$ cat config.mk
export PLATFORM = sky130hd
export DESIGN_NAME = rdid_reader_flat
export DESIGN_NICKNAME = d
export VERILOG_FILES = /design/src/rtl/rdid_reader_pkg.sv /design/src/rtl/rdid_reader_if.sv /design/src/rtl/rdid_sck_gen.sv /design/src/rtl/rdid_reader.sv /design/src/flat_wrapper.sv
export SDC_FILE = /design/constraint.sdc
export NUM_CORES = 1
export LEC_CHECK = 0
export ABC_CLOCK_PERIOD_IN_PS = 2500
export CAP_MARGIN = 20
export CELL_PAD_IN_SITES_DETAIL_PLACEMENT = 2
export CELL_PAD_IN_SITES_GLOBAL_PLACEMENT = 2
export CORE_MARGIN = 4
export CORE_UTILIZATION = 35
export DETAILED_ROUTE_END_ITERATION = 6
export PLACE_DENSITY_LB_ADDON = 0.1
export SLEW_MARGIN = 0
export SYNTH_ARGS = -nofsm -noshare
export SYNTH_HDL_FRONTEND = slang
export SYNTH_SLANG_ARGS = --single-unit
$ cat constraint.sdc
create_clock -name clk -period 2.5 [get_ports clk]
set_clock_uncertainty 0.15 [all_clocks]
set_input_delay 0.375 -clock clk [delete_from_list [all_inputs] [get_ports clk]]
set_output_delay 0.375 -clock clk [all_outputs]
set_load 0.02 [all_outputs]
$ cat src/rtl/rdid_reader_pkg.sv
// rtl/rdid_reader_pkg.sv - shared constants and state type for the JEDEC ID reader
package rdid_pkg;

    localparam logic [7:0] RDID_CMD        = 8'h9F;
    localparam int         RDID_CMD_BITS   = 8;
    localparam int         RDID_TOTAL_BITS = 32;

    typedef enum logic [2:0] {
        IDLE     = 3'd0,
        CS_SETUP = 3'd1,
        SHIFT    = 3'd2,
        CS_HOLD  = 3'd3,
        DONE     = 3'd4
    } rdid_state_t;

    // True while chip-select is asserted and the SCK timebase must run
    function automatic logic sck_active(input rdid_state_t st);
        return (st == CS_SETUP) || (st == SHIFT) || (st == CS_HOLD);
    endfunction

endpackage

$ cat src/rtl/rdid_reader_if.sv
// rtl/rdid_reader_if.sv - request, SPI and ID-result signals of the reader (id_error with RDID_VALID_CHECK_EN)
interface rdid_reader_if;

    logic       start;
    logic       spi_miso;
    logic       spi_sck;
    logic       spi_cs_n;
    logic       spi_mosi;
    logic [7:0] manufacture_id;
    logic [7:0] memory_type;
    logic [7:0] memory_capacity;
    logic       busy;
    logic       done;
`ifdef RDID_VALID_CHECK_EN
    logic       id_error;

    modport master (
        input  start, spi_miso,
        output spi_sck, spi_cs_n, spi_mosi,
        output manufacture_id, memory_type, memory_capacity,
        output busy, done, id_error
    );

    modport slave (
        output start, spi_miso,
        input  spi_sck, spi_cs_n, spi_mosi,
        input  manufacture_id, memory_type, memory_capacity,
        input  busy, done, id_error
    );
`else
    modport master (
        input  start, spi_miso,
        output spi_sck, spi_cs_n, spi_mosi,
        output manufacture_id, memory_type, memory_capacity,
        output busy, done
    );

    modport slave (
        output start, spi_miso,
        input  spi_sck, spi_cs_n, spi_mosi,
        input  manufacture_id, memory_type, memory_capacity,
        input  busy, done
    );
`endif

endinterface

$ cat src/rtl/rdid_sck_gen.sv
// rtl/rdid_sck_gen.sv - SCK half-period timebase with rise/fall/phase-end strobes
module rdid_sck_gen #(
    parameter int CLK_DIV = 4
) (
    input  logic clk,
    input  logic reset_n,
    input  logic en,
    input  logic toggle,
    output logic sck,
    output logic sck_rise,
    output logic sck_fall,
    output logic phase_end
);

    localparam int CW = (CLK_DIV > 2) ? $clog2(CLK_DIV) : 1;

    logic [CW-1:0] cnt;

    assign phase_end = en && (cnt == CW'(CLK_DIV - 1));
    assign sck_rise  = phase_end && toggle && !sck;
    assign sck_fall  = phase_end && toggle && sck;

    // Half-period counter; held at zero whenever the timebase is disabled
    always_ff @(posedge clk) begin
        if (!reset_n || !en) begin
            cnt <= '0;
        end else if (phase_end) begin
            cnt <= '0;
        end else begin
            cnt <= cnt + 1'b1;
        end
    end

    // SCK toggles only while shifting, so setup/hold phases keep it low
    always_ff @(posedge clk) begin
        if (!reset_n || !toggle) begin
            sck <= 1'b0;
        end else if (phase_end) begin
            sck <= ~sck;
        end
    end

endmodule

$ cat src/rtl/rdid_reader.sv
// rtl/rdid_reader.sv - SPI-flash JEDEC ID reader top (optional id_error via RDID_VALID_CHECK_EN)
module rdid_reader
    import rdid_pkg::*;
#(
    parameter int CLK_DIV = 4
) (
    input  logic              clk,
    input  logic              reset_n,
    rdid_reader_if.master     bus
);

    rdid_state_t state;
    logic [4:0]  bit_cnt;
    logic [7:0]  cmd_sr;
    logic [23:0] rx_sr;
    logic        cs_n_r;
    logic        mosi_r;
    logic        busy_r;
    logic        done_r;
    logic [7:0]  mid_r;
    logic [7:0]  mtype_r;
    logic [7:0]  mcap_r;
    logic        sck;
    logic        sck_rise;
    logic        sck_fall;
    logic        phase_end;

    rdid_sck_gen #(
        .CLK_DIV (CLK_DIV)
    ) u_sck_gen (
        .clk       (clk),
        .reset_n   (reset_n),
        .en        (sck_active(state)),
        .toggle    (state == SHIFT),
        .sck       (sck),
        .sck_rise  (sck_rise),
        .sck_fall  (sck_fall),
        .phase_end (phase_end)
    );

`ifdef RDID_VALID_CHECK_EN
    logic id_error_r;

    assign bus.id_error = id_error_r;
`endif

    // Transaction FSM with command/response shifting and registered outputs
    always_ff @(posedge clk) begin
        if (!reset_n) begin
            state   <= IDLE;
            bit_cnt <= '0;
            cmd_sr  <= '0;
            rx_sr   <= '0;
            cs_n_r  <= 1'b1;
            mosi_r  <= 1'b0;
            busy_r  <= 1'b0;
            done_r  <= 1'b0;
            mid_r   <= '0;
            mtype_r <= '0;
            mcap_r  <= '0;
`ifdef RDID_VALID_CHECK_EN
            id_error_r <= 1'b0;
`endif
        end else begin
            done_r <= 1'b0;
            case (state)
                IDLE: begin
                    if (bus.start) begin
                        state   <= CS_SETUP;
                        cs_n_r  <= 1'b0;
                        busy_r  <= 1'b1;
                        bit_cnt <= '0;
                        // Bit 7 goes out during setup; the rest follows one per SCK fall
                        mosi_r  <= RDID_CMD[7];
                        cmd_sr  <= {RDID_CMD[6:0], 1'b0};
                    end
                end
                CS_SETUP: begin
                    if (phase_end) begin
                        state <= SHIFT;
                    end
                end
                SHIFT: begin
                    // Response bits follow the command byte; command-phase samples are dropped
                    if (sck_rise && (bit_cnt >= 5'(RDID_CMD_BITS))) begin
                        rx_sr <= {rx_sr[22:0], bus.spi_miso};
                    end
                    if (sck_fall) begin
                        if (bit_cnt == 5'(RDID_TOTAL_BITS - 1)) begin
                            state <= CS_HOLD;
                        end else begin
                            bit_cnt <= bit_cnt + 5'd1;
                            mosi_r  <= cmd_sr[7];
                            cmd_sr  <= {cmd_sr[6:0], 1'b0};
                        end
                    end
                end
                CS_HOLD: begin
                    if (phase_end) begin
                        state   <= DONE;
                        cs_n_r  <= 1'b1;
                        busy_r  <= 1'b0;
                        done_r  <= 1'b1;
                        mid_r   <= rx_sr[23:16];
                        mtype_r <= rx_sr[15:8];
                        mcap_r  <= rx_sr[7:0];
`ifdef RDID_VALID_CHECK_EN
                        id_error_r <= (rx_sr[23:16] == 8'h00) || (rx_sr[23:16] == 8'hFF);
`endif
                    end
                end
                DONE: begin
                    state <= IDLE;
                end
                default: begin
                    state <= IDLE;
                end
            endcase
        end
    end

    assign bus.spi_sck         = sck;
    assign bus.spi_cs_n        = cs_n_r;
    assign bus.spi_mosi        = mosi_r;
    assign bus.busy            = busy_r;
    assign bus.done            = done_r;
    assign bus.manufacture_id  = mid_r;
    assign bus.memory_type     = mtype_r;
    assign bus.memory_capacity = mcap_r;

endmodule

$ cat src/flat_wrapper.sv
// flat-port wrapper written by rule: the top's interface ports become plain ports
module rdid_reader_flat import rdid_pkg::*;
#(
    parameter int CLK_DIV = 4
)
  (clk, reset_n, bus_start, bus_spi_miso, bus_spi_sck, bus_spi_cs_n, bus_spi_mosi, bus_manufacture_id, bus_memory_type, bus_memory_capacity, bus_busy, bus_done);
  rdid_reader_if bus_i ();
  input  logic clk;
  input  logic reset_n;
  input wire logic [$bits(bus_i.start)-1:0] bus_start;
  input wire logic [$bits(bus_i.spi_miso)-1:0] bus_spi_miso;
  output wire logic [$bits(bus_i.spi_sck)-1:0] bus_spi_sck;
  output wire logic [$bits(bus_i.spi_cs_n)-1:0] bus_spi_cs_n;
  output wire logic [$bits(bus_i.spi_mosi)-1:0] bus_spi_mosi;
  output wire logic [$bits(bus_i.manufacture_id)-1:0] bus_manufacture_id;
  output wire logic [$bits(bus_i.memory_type)-1:0] bus_memory_type;
  output wire logic [$bits(bus_i.memory_capacity)-1:0] bus_memory_capacity;
  output wire logic [$bits(bus_i.busy)-1:0] bus_busy;
  output wire logic [$bits(bus_i.done)-1:0] bus_done;
  assign bus_i.start = bus_start;
  assign bus_i.spi_miso = bus_spi_miso;
  assign bus_spi_sck = bus_i.spi_sck;
  assign bus_spi_cs_n = bus_i.spi_cs_n;
  assign bus_spi_mosi = bus_i.spi_mosi;
  assign bus_manufacture_id = bus_i.manufacture_id;
  assign bus_memory_type = bus_i.memory_type;
  assign bus_memory_capacity = bus_i.memory_capacity;
  assign bus_busy = bus_i.busy;
  assign bus_done = bus_i.done;
  rdid_reader #(.CLK_DIV(CLK_DIV)) u_core (.clk(clk), .reset_n(reset_n), .bus(bus_i));
endmodule
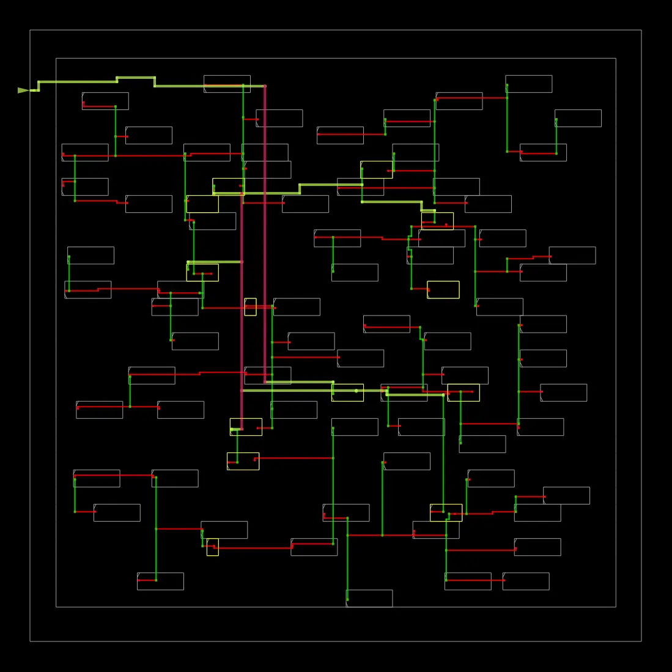
*Clock routing, run 1*
Clock Power: 793 µW
flip-flops: 70
clkbuf count: 11
clock buffer count from CTS: 9
Clock Sinks: 70

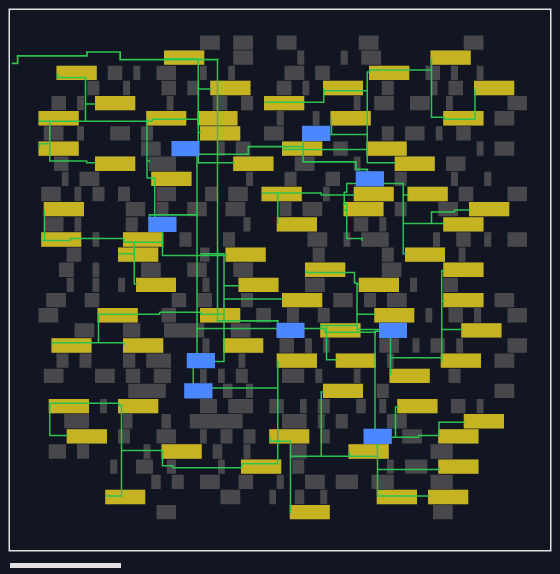
*Clock distribution, run 1*
Scale bar: 20 µm.
legend:
  blue:
    item: clock-net drivers
    count: 9
  green:
    item: clock wires
    length: 988 µm
  yellow:
    item: flip-flops
    count: 70
routed clock nets: 10
flops lie: widely spread

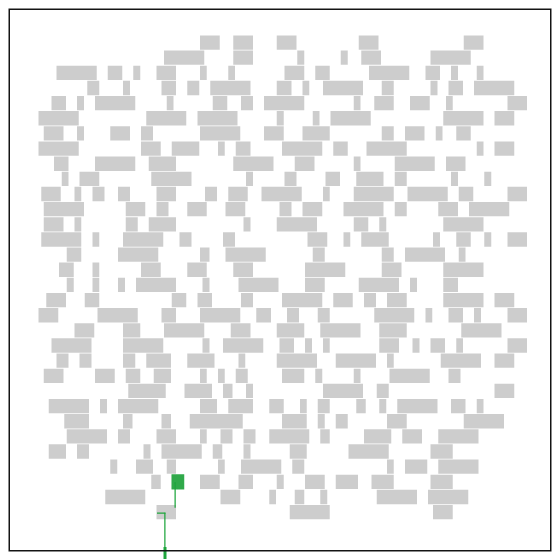
*Nets reached from selected ports, run 1*
legend:
  green:
    port: bus_start
    direction: input
    end_cells: 1
    buffers: 1
    wire: 12.1 µm

==> run notes, run 1 <==
fresh numbers from the pnr run: GP Congestion=0.7994, antenna viol nets, final=0, gr ovfl total=0, Layout Cells excl Fill=410, Synth area leader=dfxtp_1, tool warnings=26, Clock Tree Buf Depth=2, invs w/o clock=4, worst setup margin=0.3502 ns, Top pwr grp=registers, dominant class by area=sequential cells, Root Buffer=clkbuf_8, clk slew on worst S/H paths=0.07 ns, Max Clock Freq=approximately 470 MHz, WL final=5954 µm, main flop type=dfxtp_1, Reg with most FFs=u_core.rx_sr, Row Count=32, fin area=3299 µm², top cells by count=dfxtp_1, nand2_1, mux2i_1, register share after synthesis=0.5059, fillcell total=854, share of cells above drive strength 1=0.09091, Non-clock buffer share=0.1153, Setup Crit Path Kind=reg2reg, Max IR drop VDD=roughly 0.00023 V, Critical Path Slowest Stage Cell=dfxtp_1, Cell Type Count=38, Placeable Area=just under 8000 µm², met3 WL=about 210 µm, met2 routed WL=approximately 2800 µm, DP Area=3138 µm², PwrDens=slightly above 600 nW/µm², Seq/total area=0.4247, Setup TNS=0 ns, IO Pins=33, M3 GR Usage=0.03965, Die Width=96.97 µm, reg2reg path depth=7, WP data arrival=2.20 ns, Port Buffers=32, Largest register FFs=24, vias in the first global route=2095, synthesized area=between 2000 and 3000 µm², Slew Viols, Final=0, asr flop ratio synth=0, P_leak=1.119 nW, CP Capture Type=flop, worst-margin pin slew=between 0.4 and 0.5 ns, combinational gate area=1214 µm², Starting DRT DRC Count=~55, origin of the worst setup path=u_core.bit_cnt[0], Final Critical Period=between 2 and 2.5 ns, Wirelength per Cell=roughly 15 µm, final hold vios=0, P_int=1.571 mW, Flop area=between 1000 and 1500 µm², Top Usage Layer GRT=met2, Post-synth EDFFs=0, hold_sp=reset_n, crit path to=u_core.cmd_sr[6], Via density=4.844, Tap Cells=102, Max-cap violations=0, Reg2Reg Launch Point=u_core.bit_cnt[0], combinational power share=0.044, DR vias=1986, Mux cell area share=0.09801, Tcrit/Tclk final=0.8599, hold-fix buffers at CTS=0, grt met1 use=0.1736, most frequent cells in the layout=dfxtp_1, nand2_1, clkdlybuf4s50_1, Top Layer Used=met4, top cell type's share of synthesized area=0.5059, Hold Path Sink=u_core.bus.spi_cs_n, status=complete, no violations, type of the most critical hold path=in2reg, met2 Usage GRT=0.2123, Net Sw Power=454.8 µW, Synth top cell by count=dfxtp_1, CP cell instances=ha_1 > and3_1 > ha_1 > a221oi_4 > buf_4 > mux2i_1 > nor2_1, worst path required time=approximately 2.6 ns, Sequential Power Share=0.565, yosys simple share=0.1978, NumNets Final=313, Sequential Power=between 1 and 1.5 mW, final hold slack=0.2226 ns
--- run 2 (diff from run 1) ---
- ABC_CLOCK_PERIOD_IN_PS: 2500 -> unset
- SETUP_SLACK_MARGIN: unset -> 0.4
- SLEW_MARGIN: 0 -> 25
==> run notes, run 2 <==
fresh numbers from the pnr run: top cell type's share of synthesized area=0.5059 (unchanged), Layout Cells excl Fill=413 (+0.73%), share of cells above drive strength 1=0.1093 (+0.01842), Clock Tree Buf Depth=2 (unchanged), Root Buffer=clkbuf_8, Mux cell area share=0.09801 (unchanged), status=complete, no violations, vias in the first global route=2103 (+0.38%), Via density=4.828 (-0.33%), Max Clock Freq=495.9 MHz (+6.6%), Top pwr grp=registers, fillcell total=859 (+0.59%), origin of the worst setup path=u_core.bit_cnt[0], final hold vios=0 (unchanged), CP max stage delay=0.34 ns, met2 Usage GRT=0.2155 (+0.003185), Top Layer Used=met4, asr flop ratio synth=0 (unchanged), antenna viol nets, final=0 (unchanged), clock buffer count from CTS=9 (unchanged), most frequent cells in the layout=dfxtp_1, nand2_1, clkdlybuf4s50_1, Synth top cell by count=dfxtp_1, Hold Path Sink=u_core.bus.spi_cs_n, Max-cap violations=0 (unchanged), hold-fix buffers at CTS=0 (unchanged), invs w/o clock=4 (unchanged), gr ovfl total=0 (unchanged), clkbuf count=11 (unchanged), main flop type=dfxtp_1, worst-margin pin slew=0.4326 ns (-0.006149 ns), hold_sp=reset_n, Critical Path Slowest Stage Cell=dfxtp_1, Die Width=96.97 µm (unchanged), combinational gate area=1229 µm² (+1.2%), P_leak=1.129 nW (+0.89%), met2 routed WL=2810 µm (+2.2%), CP Capture Type=flop, M3 GR Usage=0.03965 (unchanged), Port Buffers=32 (unchanged), Top Usage Layer GRT=met2, yosys simple share=0.1978 (unchanged), Top delay family on crit path=adder cells, Starting DRT DRC Count=60 (+9.1%), grt met1 use=0.1727 (-0.0008881), Row Count=32 (unchanged), Net Sw Power=454.4 µW (about the same), Placeable Area=7727 µm² (unchanged), Non-clock buffer share=0.1210 (+0.005737), WP data arrival=2.09 ns (-0.11 ns), Tcrit/Tclk final=0.8067 (-0.05324), Seq/total area=0.4200 (-0.004715), Synth area leader=dfxtp_1, register share after synthesis=0.5059 (unchanged), P_int=1.576 mW (+0.31%), worst path required time=2.57 ns (+0.02 ns), top cells by count=dfxtp_1, nand2_1, mux2i_1, NumNets Final=316 (+0.96%), Flop area=1403 µm² (about the same), Sequential Power=1.14 mW (about the same), Tap Cells=102 (unchanged), PwrDens=608.0 nW/µm² (-0.97%), Setup TNS=0 ns (unchanged), Reg with most FFs=u_core.rx_sr, Setup Crit Path Kind=reg2reg, IO Pins=33 (unchanged), dominant class by area=sequential cells, fin area=3339 µm² (+1.2%), GP Congestion=0.7994 (unchanged), CP cell instances=ha_1 > and3_1 > ha_4 > a221oi_4 > nand4_1 > mux2_1, Max IR drop VDD=0.0002306 V (about the same), Largest register FFs=24 (unchanged), Post-synth EDFFs=0 (unchanged), tool warnings=26 (unchanged), number of antenna violations at the first check in global routing=0, crit path to=u_core.bit_cnt[3], Cell Type Count=38 (unchanged), synthesized area=2770 µm² (unchanged), Clock Sinks=70 (unchanged), Final Critical Period=2.017 ns (-0.1331 ns), type of the most critical hold path=in2reg, DP Area=3138 µm² (unchanged), Reg2Reg Launch Point=u_core.bit_cnt[0], flip-flops=70 (unchanged), met3 WL=210 µm (unchanged), worst setup margin=0.4833 ns (+0.1331 ns), combinational power share=0.047 (+0.003)
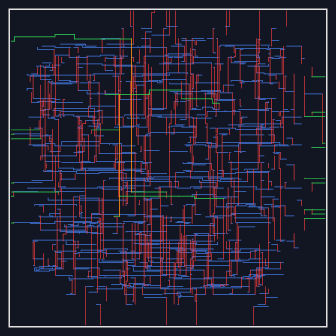
*Signal wires by layer, run 2*
legend:
  blue:
    layer: M1
    wire_length: 2900 µm
  red:
    layer: M2
    wire_length: 2810 µm
  green:
    layer: M3
    wire_length: 211 µm
  orange:
    layer: M4
    wire_length: 84.3 µm
WL final: 6003 µm
DR vias: 1994
Total GRT Usage: 0.1359
Wirelength per Cell: 14.54 µm

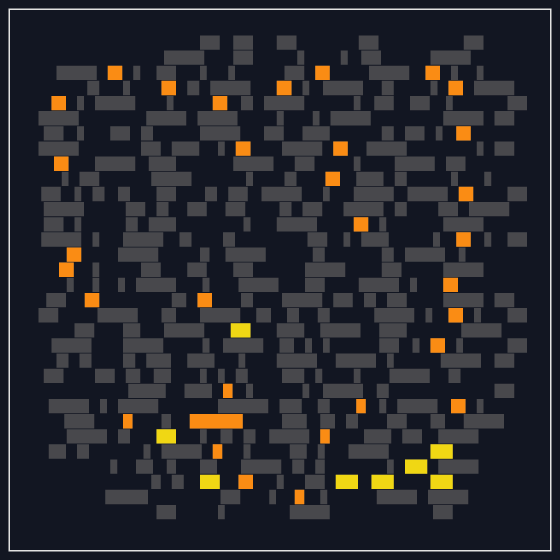
*Gate families picked out, run 2*
legend:
  orange:
    family: aoi and oai cells
    cells: 32
    where: widely spread
  yellow:
    family: non-inverting ao/oa cells
    cells: 8
most instantiated logic cell after routing: dfxtp_1
Comb area share: 0.3679

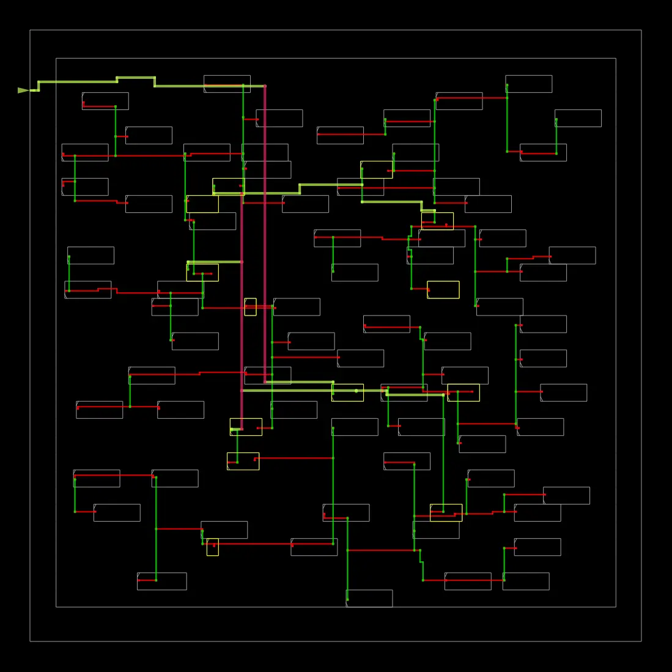
*Clock routing, run 2*
Insertion Delay late pin: 0.33 ns
Clock Power: 791 µW

Power and IR drop assume default switching activity.
